==> run_1/pins.png <==
Drawn at 10 px/um. Pins as bars across the die edge, other pins in grey.
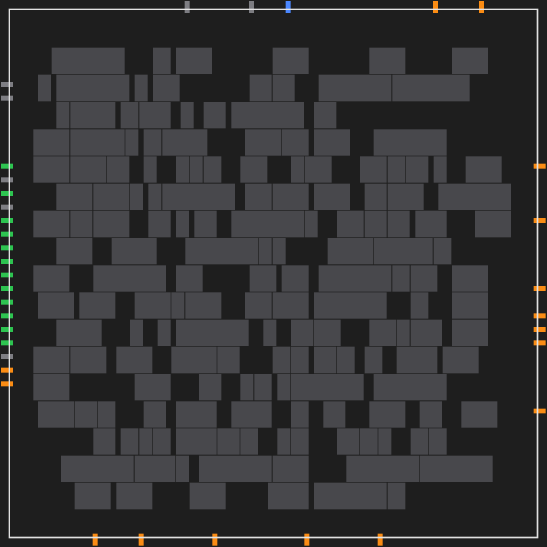
==> run_1/final_congestion.png <==
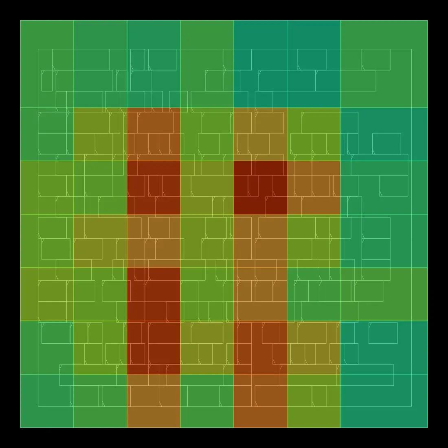
==> run_1/met2.png <==
Drawn at 10 px/um. Cells faint in the background.
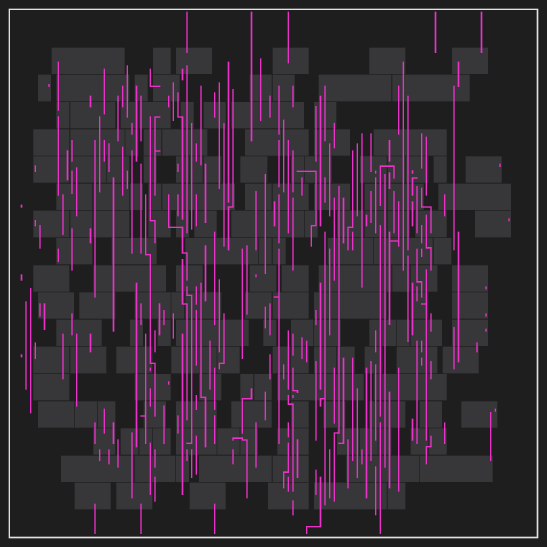
[src/rtl/run_seq_pkg.sv]
// run_seq_pkg: shared types and default constants for the run sequencer.
//   run_state_t      - sequencer state encoding (IDLE, HOLD, RUN, DONE, FAULT)
//   RUN_SEQ_DONE_PC  - default program counter value that marks completion
//   RUN_SEQ_HOLD_CYC - default number of cycles the core is held in reset
package run_seq_pkg;

    typedef enum logic [2:0] {
        IDLE  = 3'd0,
        HOLD  = 3'd1,
        RUN   = 3'd2,
        DONE  = 3'd3,
        FAULT = 3'd4
    } run_state_t;

    localparam int RUN_SEQ_DONE_PC  = 128;
    localparam int RUN_SEQ_HOLD_CYC = 2;

endpackage

[src/rtl/sat_counter.sv]
// sat_counter: up-counter that clears on request and sticks at all-ones.
// Ports:
//   clk   - system clock
//   reset - synchronous active-high reset, clears the count
//   clr   - synchronous clear (wins over inc)
//   inc   - advance the count by one unless already at all-ones
//   count - current count value
module sat_counter
    import run_seq_pkg::*;
#(
    parameter int WIDTH = 16
) (
    input  logic             clk,
    input  logic             reset,
    input  logic             clr,
    input  logic             inc,
    output logic [WIDTH-1:0] count
);

    always_ff @(posedge clk) begin
        if (reset) begin
            count <= '0;
        end else if (clr) begin
            count <= '0;
        end else if (inc && (count != '1)) begin
            count <= count + WIDTH'(1);
        end
    end

endmodule

[src/rtl/run_sequencer.sv]
// run_sequencer: run control between the host req/done handshake and the
// processor core. A rising edge on req holds the core in reset for HOLD_CYC
// cycles, then enables it until the program counter reaches DONE_PC, at
// which point the core is frozen and done is raised.
// Optional watchdog: define RUN_SEQ_WATCHDOG_EN to abort a run after TIMEOUT
// RUN cycles (FAULT state, timeout=1). Without it timeout is tied low.
// Ports:
//   clk       - system clock
//   reset     - synchronous active-high reset
//   req       - start request (rising edge starts a run)
//   prog_ctr  - core program counter
//   core_rst  - reset to the core
//   core_en   - core advance enable
//   busy      - high while holding or running
//   done      - run finished (normal or watchdog)
//   timeout   - run ended by the watchdog
//   cycle_cnt - RUN cycles in the current or last run (saturating)
module run_sequencer
    import run_seq_pkg::*;
#(
    parameter int D        = 12,
    parameter int DONE_PC  = RUN_SEQ_DONE_PC,
    parameter int HOLD_CYC = RUN_SEQ_HOLD_CYC,
    parameter int CW       = 16,
    parameter int TIMEOUT  = 4000
) (
    input  logic          clk,
    input  logic          reset,
    input  logic          req,
    input  logic [D-1:0]  prog_ctr,
    output logic          core_rst,
    output logic          core_en,
    output logic          busy,
    output logic          done,
    output logic          timeout,
    output logic [CW-1:0] cycle_cnt
);

    localparam int HW = (HOLD_CYC > 1) ? $clog2(HOLD_CYC) : 1;

    if (HOLD_CYC < 1) begin : g_bad_hold
        $error("run_sequencer: HOLD_CYC must be at least 1");
    end

    if ((TIMEOUT < 1) || (longint'(TIMEOUT) > ((longint'(1) << CW) - 1))) begin : g_bad_timeout
        $error("run_sequencer: TIMEOUT must be in 1 .. 2**CW-1");
    end

    run_state_t    state;
    run_state_t    state_nxt;
    logic          req_q;
    logic          start;
    logic          launch;
    logic          pc_hit;
    logic          wd_hit;
    logic [HW-1:0] hold_cnt;

    assign start  = req & ~req_q;
    // Starts are only honoured from a resting state; edges while holding
    // or running are deliberately dropped.
    assign launch = start & ((state == IDLE) || (state == DONE) || (state == FAULT));
    assign pc_hit = (prog_ctr == D'(DONE_PC));

`ifdef RUN_SEQ_WATCHDOG_EN
    // The count has not yet been bumped for the current cycle, so the
    // TIMEOUT-th RUN cycle sees TIMEOUT-1 here.
    assign wd_hit = (cycle_cnt == CW'(TIMEOUT - 1));
`else
    assign wd_hit = 1'b0;
`endif

    always_ff @(posedge clk) begin
        if (reset) begin
            req_q <= 1'b0;
        end else begin
            req_q <= req;
        end
    end

    always_ff @(posedge clk) begin
        if (reset) begin
            hold_cnt <= '0;
        end else if (launch) begin
            hold_cnt <= HW'(HOLD_CYC - 1);
        end else if ((state == HOLD) && (hold_cnt != '0)) begin
            hold_cnt <= hold_cnt - HW'(1);
        end
    end

    always_ff @(posedge clk) begin
        if (reset) begin
            state <= IDLE;
        end else begin
            state <= state_nxt;
        end
    end

    always_comb begin
        state_nxt = state;
        case (state)
            IDLE, DONE, FAULT: begin
                if (launch) state_nxt = HOLD;
            end
            HOLD: begin
                if (hold_cnt == '0) state_nxt = RUN;
            end
            RUN: begin
                // A PC match on the watchdog cycle still counts as a clean finish.
                if (pc_hit) begin
                    state_nxt = DONE;
                end else if (wd_hit) begin
                    state_nxt = FAULT;
                end
            end
            default: state_nxt = IDLE;
        endcase
    end

    always_comb begin
        core_rst = 1'b1;
        core_en  = 1'b0;
        busy     = 1'b0;
        done     = 1'b0;
        timeout  = 1'b0;
        case (state)
            HOLD: begin
                busy = 1'b1;
            end
            RUN: begin
                core_rst = 1'b0;
                core_en  = 1'b1;
                busy     = 1'b1;
            end
            DONE: begin
                core_rst = 1'b0;
                done     = 1'b1;
            end
            FAULT: begin
                core_rst = 1'b0;
                done     = 1'b1;
`ifdef RUN_SEQ_WATCHDOG_EN
                timeout  = 1'b1;
`endif
            end
            default: begin
                core_rst = 1'b1;
            end
        endcase
    end

    sat_counter #(
        .WIDTH (CW)
    ) u_cycle_cnt (
        .clk   (clk),
        .reset (reset),
        .clr   (launch),
        .inc   (state == RUN),
        .count (cycle_cnt)
    );

endmodule
[config.mk]
export PLATFORM = sky130hd
export DESIGN_NAME = run_sequencer
export DESIGN_NICKNAME = d
export VERILOG_FILES = /design/src/rtl/run_seq_pkg.sv /design/src/rtl/sat_counter.sv /design/src/rtl/run_sequencer.sv
export SDC_FILE = /design/constraint.sdc
export NUM_CORES = 1
export LEC_CHECK = 0
export CORE_MARGIN = 2
export CORE_UTILIZATION = 50
export DETAILED_ROUTE_END_ITERATION = 8
export GPL_TIMING_DRIVEN = 0
export PLACE_DENSITY_LB_ADDON = 0.12
export REMOVE_ABC_BUFFERS = 1
export SLEW_MARGIN = 20
export SYNTH_ARGS = -nofsm -noshare
export SYNTH_HDL_FRONTEND = slang
export SYNTH_HIERARCHICAL = 1
export SYNTH_SLANG_ARGS = --single-unit
[constraint.sdc]
create_clock -name clk -period 5.6 [get_ports clk]
set_clock_uncertainty 0.1 [all_clocks]
set_input_delay 1.12 -clock clk [delete_from_list [all_inputs] [get_ports clk]]
set_output_delay 1.12 -clock clk [all_outputs]
set_load 0.01 [all_outputs]
==> results.txt, run 1 <==
Update from the flow run.

The share of cell area taken by flip-flops and latches is 26.12%. The largest fanout on the critical path is 8. The final layout report lists a non-clock buffer count of 34. The synthesis report lists the most area-consuming cells as sky130_fd_sc_hd__dfxtp_1 (34%), sky130_fd_sc_hd__mux2i_1 (5.1%), sky130_fd_sc_hd__nand2_1 (4.8%), sky130_fd_sc_hd__ha_1 (4.2%), sky130_fd_sc_hd__a21oi_1 (3.8%). Power attributed to combinational cells is about 170 uW.

The layout contains a multi-input combinational cell count of 103. The detailed-router iteration count before antenna repair is 4. Ranked by power, first place goes to sequential cells. After routing the design area is 1533 sq um. The power drawn by the clock network is 67.4 uW. The library cells used most frequently in the layout, excluding fill and tap cells, are sky130_fd_sc_hd__clkdlybuf4s50_1 (34), sky130_fd_sc_hd__dfxtp_1 (20), sky130_fd_sc_hd__nand2_1 (15). The source of the worst hold timing path is u_cycle_cnt/count[5].

The adder-cell share of the synthesized area is 4.224%. The cell type with the largest total area is sky130_fd_sc_hd__dfxtp_1. The synthesis stats list as the most numerous cell sky130_fd_sc_hd__dfxtp_1. The core region area is 2233 sq um. Measured on the final layout, buffering overhead outside the clock network stands at 22.20%.

The count of input and output buffers is 34. The unique cell type count in the Yosys netlist is between 40 and 50. The report lists the number of cells resized after CTS as 0. The flow ran to the end, and the final reports show no timing, DRC or antenna violations.

The vias per cell is 5.799. Measured along the y axis, the die boundary spans 52.68 um. The worst reg2reg path depth is 6. The final layout report lists a clock buffer count of 3. According to the CTS report, the clock sink count is 20.

The worst setup slack before clock tree synthesis is 2.574 ns. The fraction of power consumed by sequential logic is 41.8%. The setup fix buffers added after clock tree synthesis is 0. The largest registers in the layout are u_cycle_cnt/count: 16 flops, state: 2 flops. The number of rows in the core area is 17. The required time reported for the critical path endpoint is approximately 4.4 ns. In this run the remaining antenna-violating nets after routing total 0.

Of the total synthesized cell area, the portion taken by XOR and XNOR cells is 0%. Entering global routing, the biggest net connects 13 pins. The yosys stat cell total is 135. The terminus of the critical flop-to-flop path is u_cycle_cnt/count[2]. In the final layout, flip-flops and latches occupy ~400 sq um. The sum of overflow across all layers after global routing is 0. The relative max-transition margin is between 50% and 60%. The number of global-route vias before repair is 1,010. The setup slack of the critical path after layout is 2.627 ns. Per the CTS log, the maximum H-tree level is 1.

The global routing report lists combined usage of all routing layers as 21.82%. The count of final setup violators is 0. Per the post-synthesis report, the number of cells in the design is 135. The deepest clock path buffer count is 2. The final weighted congestion in routability-driven placement is approximately 0.75. Clock-pin slew was measured on the worst setup and hold paths at 0.11 ns. Across the VDD grid, the largest voltage drop is about 240 uV. The dominant kind of cell by area is combinational gates. The share of the synthesized area in the top cell type is roughly 34%.

Measured on the final layout, the clock distribution area share stands at 1.469%. The data arrival time reported for the critical path is roughly 1.8 ns. The fraction of cell area in multi-input combinational cells is reported as 46.45%. The analysis attributes to cell leakage a power of 0.5545 nW. The classification of the worst setup path is reg -> out.

The flip-flop count of the largest register after layout is 16. The number of storage elements in the synthesis netlist is 20. The fraction of synthesis flops using an asynchronous set or reset pin is 0%.

Counting endpoints that fail hold in the final report gives 0. Dividing the final minimum period by the clock period gives 53.09%. Setup repair after global routing left no endpoint under its margin. The largest single stage delay on the critical path is 0.54 ns.

Yosys reports that the most numerous cell types are sky130_fd_sc_hd__dfxtp_1 (20), sky130_fd_sc_hd__nand2_1 (15), sky130_fd_sc_hd__a21oi_1 (9). The area recorded from the Yosys report for this design is 1185 sq um. The area growth from synthesis to layout is 29.36%. The cell-mix breakdown from Yosys lists the compound-gate area share as 19.54%. The most common logic cell in the routed design is sky130_fd_sc_hd__clkdlybuf4s50_1. Cell internal power was estimated by the tool at 262.1 uW. The detailed router's first-iteration violation count is 16. The clock root buffer is sky130_fd_sc_hd__clkbuf_4. The final hold slack is 0.4176 ns. The final layout report lists a non-clock inverter count of 6.

The number of flip-flops and latches is 20. The number of design rule violations left after detail routing is 0. Across all register-to-register paths, the minimum setup slack is 3.49 ns.

The number of flops mapped to enable cells by yosys is 0. The non-filler instance count after layout is 194. The post-layout minimum cycle time is 2.973 ns. STA reports the tightest min-delay check as being of type reg -> reg. The net switching power is 141.9 uW. The cell type of the slowest stage on the worst timing path is sky130_fd_sc_hd__clkdlybuf4s50_1.
## Picture notes: pins.png
| colour | port | pins | direction | edge |
|---|---|---|---|---|
| green | prog_ctr | 12 | input | left |
| blue | reset | 1 | input | top |
| orange | cycle_cnt | 16 | output | 7 right, 5 bottom, 2 left, 2 top |
all pins by edge: 19 left, 7 right, 5 top, 5 bottom

## Picture notes: final_congestion.png
grt met1 use: 26.28%
wire length per cell: 14.06 um

## Picture notes: met2.png
main direction: vertical
share of all routed wire: 49%
longest straight run: 29.2 um
wire length on this layer: 1,340 um
nets with wire on the layer: 160
met2 Usage GRT: 38.13%
wirelength, routed: 2728 um
total via count in the routed design: 1,125

[run 1: how the worst max path moves through the flow]
stage	start	end	slack, ns
6_report	state[0]	core_rst	2.63
5_1_grt	state[0]	core_rst	2.56
4_1_cts	state[0]	core_rst	2.63
3_5_place_dp	req	u_cycle_cnt/count[2]	2.57
3_3_place_gp	req	u_cycle_cnt/count[2]	2.58
2_1_floorplan	req	u_cycle_cnt/count[7]	3.27
[run 1: metal layers]
layer  up-vias  track usage, %  share of wire, %
met1       524           26.28                45
met5         -               0                 0
met4         0           6.838              0.62
li1        565               -                 -
met2        34           38.13                49
met3         2           4.857               5.2
==> run_1/met3.png <==
Drawn at 10 px/um. Cells faint in the background.
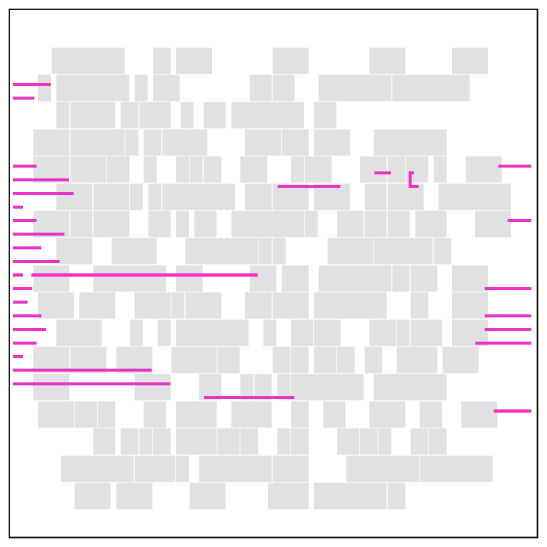

## Run 2: what changed since run 1
- CORE_UTILIZATION: 50 -> 42
- clock period: 5.6 -> 2.4 ns (I/O delays scaled with it)
==> run_2/met3.png <==
Drawn at 8 px/um. Cells faint in the background.
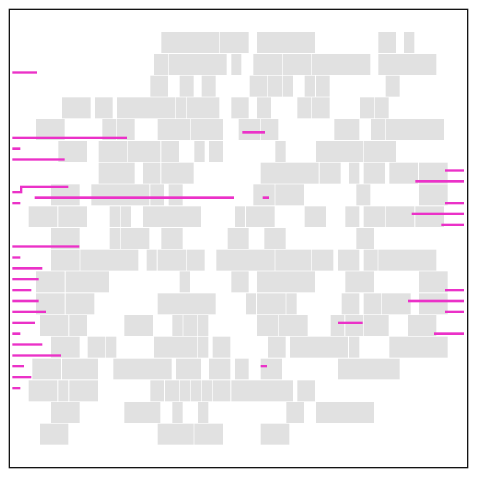
main direction: horizontal
longest straight run: 24.6 um
nets with wire on the layer: 31
share of all routed wire: 5.1%
wirelength, routed: 2673 um
met3 demand-to-capacity share in global routing: 3.628%

==> run_2/pins.png <==
Drawn at 8 px/um. Pins as bars across the die edge, other pins in grey.
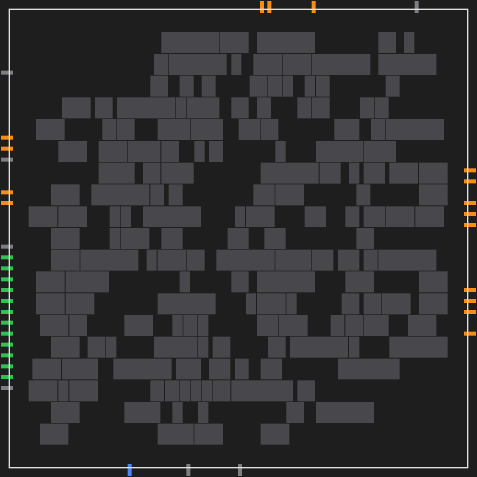
| colour | port | pins | direction | edge |
|---|---|---|---|---|
| orange | cycle_cnt | 16 | output | 9 right, 4 left, 3 top |
| blue | reset | 1 | input | bottom |
| green | prog_ctr | 12 | input | left |

==> results.txt, run 2 <==
Update from the flow run.

The worst setup path is of the reg -> out kind. Logged for this run, the post-placement worst setup slack is -0.05486 ns. The largest fanout on the critical path is 8.

The number of clock sinks seen by CTS is 20. The cell-internal power is between 600 and 700 uW. The post-synthesis xor/xnor area fraction is 0%. After clock tree synthesis, the setup repair step added 0 buffers. The placement summary gives the final routability congestion estimate as 0.7352. In this run, the synthesized area fraction spent on AND-OR/OR-AND gates is recorded as 19.54%. The max-slew check reports its worst relative slack as between 40% and 50%. For this run, the number of standard cells in the final layout without fillers is 197. The met2 usage is 29.06%. The sum of overflow across all layers after global routing is 0.

The wire length per cell after detailed routing is 13.57 um. Of the available clock period, the critical path in the final layout requires approximately 93%. Setup repair after global routing left no endpoint under its margin. The number of nets with antenna violations after detailed routing is 0. The power drawn by the clock network is roughly 160 uW.

The H-tree depth reported by CTS is 1. The routed design could run at a clock period as short as 2.228 ns. The worst hold path class is reg -> reg. The count of final setup violators is 0. Global routing consumed, over all layers together, 17.66% of the routing resources. Synthesis produced a netlist whose cell count is about 140. Entering global routing, the biggest net connects 13 pins. Per the OpenROAD floorplan log, the height of the die is between 50 and 60 um. The cell type of the slowest stage on the worst timing path is sky130_fd_sc_hd__clkdlybuf4s50_1.

The total non-filler cell area in the finished layout is 1540 sq um. For reference, the final report shows the hold violation count at 0. The detailed-route via count is 1,125.

The number of global-route vias before repair is 1,075. After global routing, the most crowded layer is met2. For reference, the top cells by area after synthesis are sky130_fd_sc_hd__dfxtp_1 (34%), sky130_fd_sc_hd__mux2i_1 (5.1%), sky130_fd_sc_hd__nand2_1 (4.8%), sky130_fd_sc_hd__ha_1 (4.2%), sky130_fd_sc_hd__a21oi_1 (3.8%). The top routing layer in use is met4. The detailed route wirelength on metal2 is 1218 um.

On the worst path, the slowest cell contributes a delay of 0.55 ns. The critical path in the final layout is reported with a setup slack of 0.1722 ns. The net switching power is ~320 uW. After detailed routing, the number of remaining DRC violations is 0.

The core region area is between 2000 and 3000 sq um. The yosys stat cell total is 135. Per the post-CTS timing run, clock transition at the registers of the reported paths is 0.11 ns. Of all flip-flops after synthesis, the portion carrying an async set or reset was 0%. The source of the worst hold timing path is state[0]. Of all power groups, the one with the highest power is sequential cells. The area growth from synthesis to layout is 29.99%. The met1 track demand over resource in global routing is 21.83%.

The flip-flop count of the largest register after layout is 16. The flow ran to the end, and the final reports show no timing, DRC or antenna violations. The count of input and output buffers is 34.

The vias per cell is about 5.7. The synthesis run shows the most used standard cells to be sky130_fd_sc_hd__dfxtp_1 (20), sky130_fd_sc_hd__nand2_1 (15), sky130_fd_sc_hd__a21oi_1 (9). The cell type with the largest total area is sky130_fd_sc_hd__dfxtp_1. The combinational group power is roughly 380 uW. In this run the static leakage power is between 0.5 and 0.6 nW.

The yosys synthesis chip area is 1185 sq um. The worst register-to-register path has a depth of 6. The number of rows in the core area is 19. The post-synth register bit count is 20.

After synthesis, the netlist uses 43 different library cells. The detailed router reports a met3 wire length of 135 um. Among logic cells in the layout, the one with the most instances is sky130_fd_sc_hd__clkdlybuf4s50_1. According to the timing report, the critical path is captured at core_rst. Looking at the gate-level netlist, the highest instance count belongs to sky130_fd_sc_hd__dfxtp_1. The detailed router's first-iteration violation count is 21. The final hold slack is roughly 0.40 ns. Data on the critical path arrives at its endpoint at 1.65 ns. The adder-cell share of the synthesized area is 4.224%. The top cell type by area accounts for 33.79% of the synthesized area.
==> run_2/wire_density.png <==
Drawn at 6 px/um. 11 x 11 tiles, from dark blue (low) to red (high), scaled to the fullest tile. Values are wire area over tile area, all layers added.
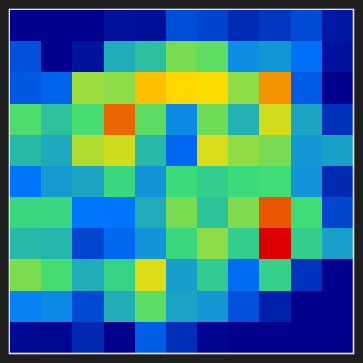
nearly empty tiles: 13%
fullest tile: 0.38
mean over tiles: 0.13
tiles over half the peak: 26%
emptiest ninth of the die: lower right

run 2: cell counts in the layout (fill, tap and decap cells not counted):
No cell type changed its count.
run 2: layout make-up:
cell class	instances	area (sq um)	area share [%]
clock buffers	3	22.52	1.462
inverters	6	22.52	1.462
multi-input cells	103	714.4	46.38
flip-flops and latches	20	401.6	26.08
well taps	31	38.79	2.518
repair buffers	34	340.3	22.10
run 2: critical path, delay by kind of cell (launching register included):
kind | cells | cell delay, ns
buf+inv | 2 | 0.60
simple gates | 1 | 0.14
fa+ha+maj | 1 | 0.23
flops | 1 | 0.38
run 2: what timing repair did:
action                                  in CTS  in global routing
hold endpoints to repair                     0                  0
resized                                      0                  2
endpoints found under the setup margin       0                  3
==> run_2/met2.png <==
Drawn at 8 px/um. Cells faint in the background.
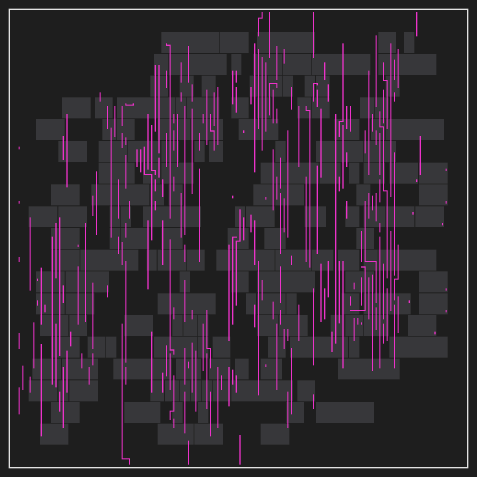

## Run 3: what changed since run 2
- REMOVE_ABC_BUFFERS: 1 -> not set
==> run_3/met2.png <==
Drawn at 8 px/um. Cells faint in the background.
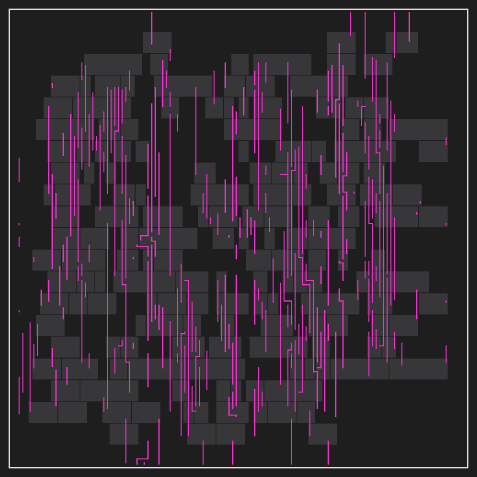
total via count in the routed design: 1,138
wirelength, routed: 2785 um

==> run_3/pins.png <==
Drawn at 8 px/um. Pins as bars across the die edge, other pins in grey.
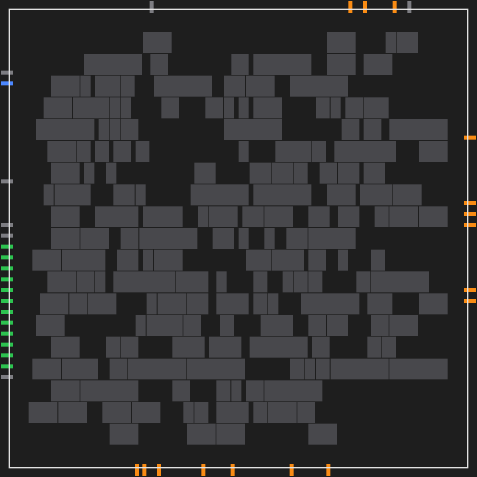
number of I/O port buffers: 34
horizontal extent of the die: 57.12 um
Vert. Die Dim: 57.12 um

==> run_3/wire_density.png <==
Drawn at 6 px/um. 11 x 11 tiles, from dark blue (low) to red (high), scaled to the fullest tile. Values are wire area over tile area, all layers added.
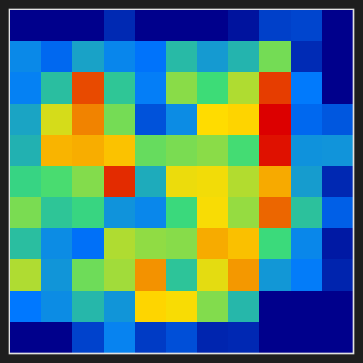
wire length per cell: 13.65 um
total global-route track usage: 18.25%

==> results.txt, run 3 <==
Update from the flow run.

The timing report attributes the biggest portion of critical-path delay to buffers and inverters. The number of gates resized after CTS is 0. The flow measured a signed area growth from synthesis to layout of 35.38%. The largest registers in the layout are u_cycle_cnt/count: 16 flops, state: 2 flops. The sequential cell area is 401.6 sq um.

In this run the number of cells on the critical path is 4. The number of non-clock inverters in the layout is 6. The main area contributors are sky130_fd_sc_hd__dfxtp_1 (34%), sky130_fd_sc_hd__mux2i_1 (5.1%), sky130_fd_sc_hd__nand2_1 (4.8%), sky130_fd_sc_hd__ha_1 (4.2%), sky130_fd_sc_hd__a21oi_1 (3.8%). Per the detail_route report, vias per standard cell equal 5.578.

Setup repair after global routing left no endpoint under its margin. The worst hold path class is reg -> reg. Looking at the clock tree report, the H-tree level count equals 1.

The endpoint of the most critical setup path is busy. The clock root buffer is sky130_fd_sc_hd__clkbuf_4. After global routing the overflow that remains totals 0. The library cell used most frequently in the layout, excluding fill and tap cells, is sky130_fd_sc_hd__clkdlybuf4s50_1. The worst reg2reg path depth is 7. The pin count of the biggest net entering global routing is 12. The final hold violation count is 0. In the synthesized netlist, the cells that appear most often are sky130_fd_sc_hd__dfxtp_1 (20), sky130_fd_sc_hd__nand2_1 (15), sky130_fd_sc_hd__a21oi_1 (9). The share of cell area taken by flip-flops and latches is 25.04%. In this run the critical register-to-register path is captured at u_cycle_cnt/count[2]. The number of storage elements in the synthesis netlist is 20. The detailed router's first-iteration violation count is 16. The classification of the worst setup path is reg -> out. In the final layout, the clock buffer count is 4.

The final weighted congestion in routability-driven placement is about 0.8. The number of rows in the core area is 19. The run finished with clean final reports. Max fanout on the critical path was recorded as 4. Counting I/O delays and the setup requirement, the final critical path takes 2.227 ns. The multi-input combinational cell count is 103. The detailed-router iteration count before antenna repair is 4.

On the critical path the data arrives at about 1.7 ns. The register-to-register setup slack is 0.31 ns. The cell type with the largest total area is sky130_fd_sc_hd__dfxtp_1. The deepest clock path buffer count is 2.

Synthesis handed over a netlist of 135 instances. The unique cell type count in the Yosys netlist is 43. The OpenROAD report gives the critical path a required time of ~1.8 ns.

For this run, asynchronously set or reset flops after synthesis account for 0%. The buffers plus inverters on the worst setup path is 3. The source of the worst hold timing path is u_cycle_cnt/count[5]. The core region area is roughly 2700 sq um. By instance count after routing, the leading logic cell types are sky130_fd_sc_hd__clkdlybuf4s50_1 (34), sky130_fd_sc_hd__dfxtp_1 (19), sky130_fd_sc_hd__nand2_1 (15). The number of nets with antenna violations after detailed routing is 0. The non-clock buffering overhead in the final layout is 24.34%. The critical path startpoint is state[0].

CTS saw 20 sinks. The worst setup slack before clock tree synthesis is -0.004071 ns. The most common cell in the synthesized netlist is sky130_fd_sc_hd__dfxtp_1.
-- run 3: power by group --
part / switching [mW] / leakage (nW) / internal (mW)
clock network: 0.108 / 0.0210 / 0.0926
registers: 0.0330 / 0.162 / 0.363
logic: 0.197 / 0.408 / 0.203
total: 0.338 / 0.591 / 0.659
-- run 3: cells by family (layout without fill, tap and decap cells) --
group	Yosys count	after routing	share of synthesized area (%)
compound gates	34	34	19.54
fa+ha+maj	4	4	4.224
buf+inv	12	50	6.124
flops	20	20	33.79
mux	6	6	5.069
other cells	1	1	0.3165
simple gates	58	58	30.94
-- run 3: layer usage --
metal	routed length, um	part of all wire (%)	GRT usage (%)	vias up
li1	-	-	-	576
met1	1281	46	21.63	527
met2	1342	48	31.20	31
met3	129	4.6	4.989	4
met4	31	1.1	7.309	0
met5	0	0	0	-
Power and IR drop assume default switching activity.
